Figure 1. Wiring by layer.
(4 px per µm) Two of the layers only.
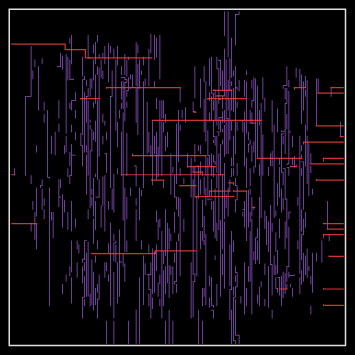
Figure 2. A small window of the routed layout.
Region (27, 27) to (57, 57) µm. Cells in gray, sequential cells in the stronger gray; small squares are vias.
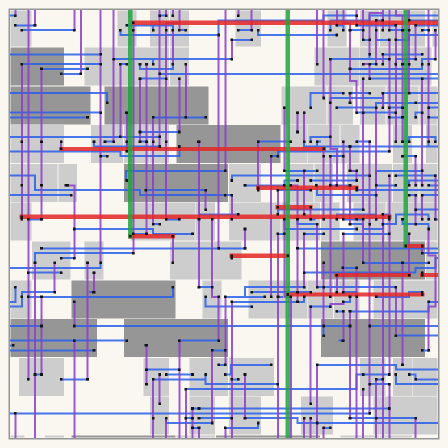
Figure 3. Gate families picked out.
(4 px per µm)
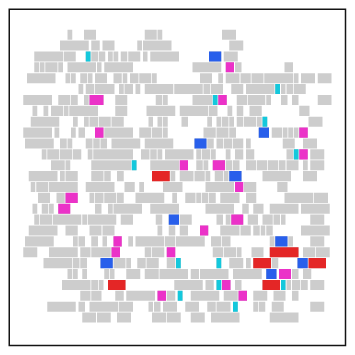
==> config.mk <==
export PLATFORM = sky130hd
export DESIGN_NAME = piece_move_ctrl
export DESIGN_NICKNAME = d
export VERILOG_FILES = /design/src/rtl/piece_move_ctrl.sv
export SDC_FILE = /design/constraint.sdc
export NUM_CORES = 1
export LEC_CHECK = 0
export CORE_MARGIN = 3
export CORE_UTILIZATION = 50
export CTS_CLUSTER_SIZE = 25
export DETAILED_ROUTE_END_ITERATION = 7
export PLACE_DENSITY_LB_ADDON = 0.15
export SYNTH_ARGS = -nofsm -noshare
export SYNTH_HDL_FRONTEND = slang
export SYNTH_SLANG_ARGS = --single-unit
==> constraint.sdc <==
create_clock -name i_clk -period 5.9 [get_ports i_clk]
set_input_delay 1.18 -clock i_clk [delete_from_list [all_inputs] [get_ports i_clk]]
set_output_delay 1.18 -clock i_clk [all_outputs]
set_load 0.1 [all_outputs]
==> results.ini <==
[run_status]
status = finished, final reports clean

[critical_path]
end_kind = output port
critPathBufInv = 1
crit_path_start_kind = flip-flop

[yosys]
adder_share_pct = 2.74
ys_warn_count = 0
async_reset_ff_share_pct = 0
aoi_share_pct = 18.8
synthDistinctLibCells = 54

[sta]
fin_crit_sh_pct = 65.7
fin_worst_skew_ns = 0.0127

[place]
io_buffers = 32

[clock_network]
clk_path_buf_depth = 2
root_buffer = clkbuf_8
clock-sinks = 56
cts_setup_buffers = 0
clock.latency.late_pin_ns = 0.32

[final_layout]
nClkBuffers = 6
final_area_um2 = 3460

[worst_hold_path]
min_path_type = reg2reg

[detailed_routing]
ant_nets = 0
dr.first_iter.drc_count = 166

About Figure 1:
[met3] red | wire length: 308 µm
[met2] purple | wire length: 3260 µm
gr usage total: 20.4%
final wirelength: 7040 µm
vias: 2677
WL/cell: 15.1 µm

About Figure 2:
[met3] red
[met4] green
[met1] blue
[met2] purple
sequential cells in the window: 10
cells with their middle in the window: 73
most frequent: nor2_1 (11), dfxtp_1 (10), nand2_1 (9)

About Figure 3:
[adder and majority cells] red | cells: 6
[AND and OR gates] magenta | cells: 20
[AND-OR and OR-AND gates] blue | cells: 9
[inverters] cyan | cells: 12
Comb area share: 51.2%
Top cell excl fill/tap: dfxtp_1
post-route insts no fill: 466

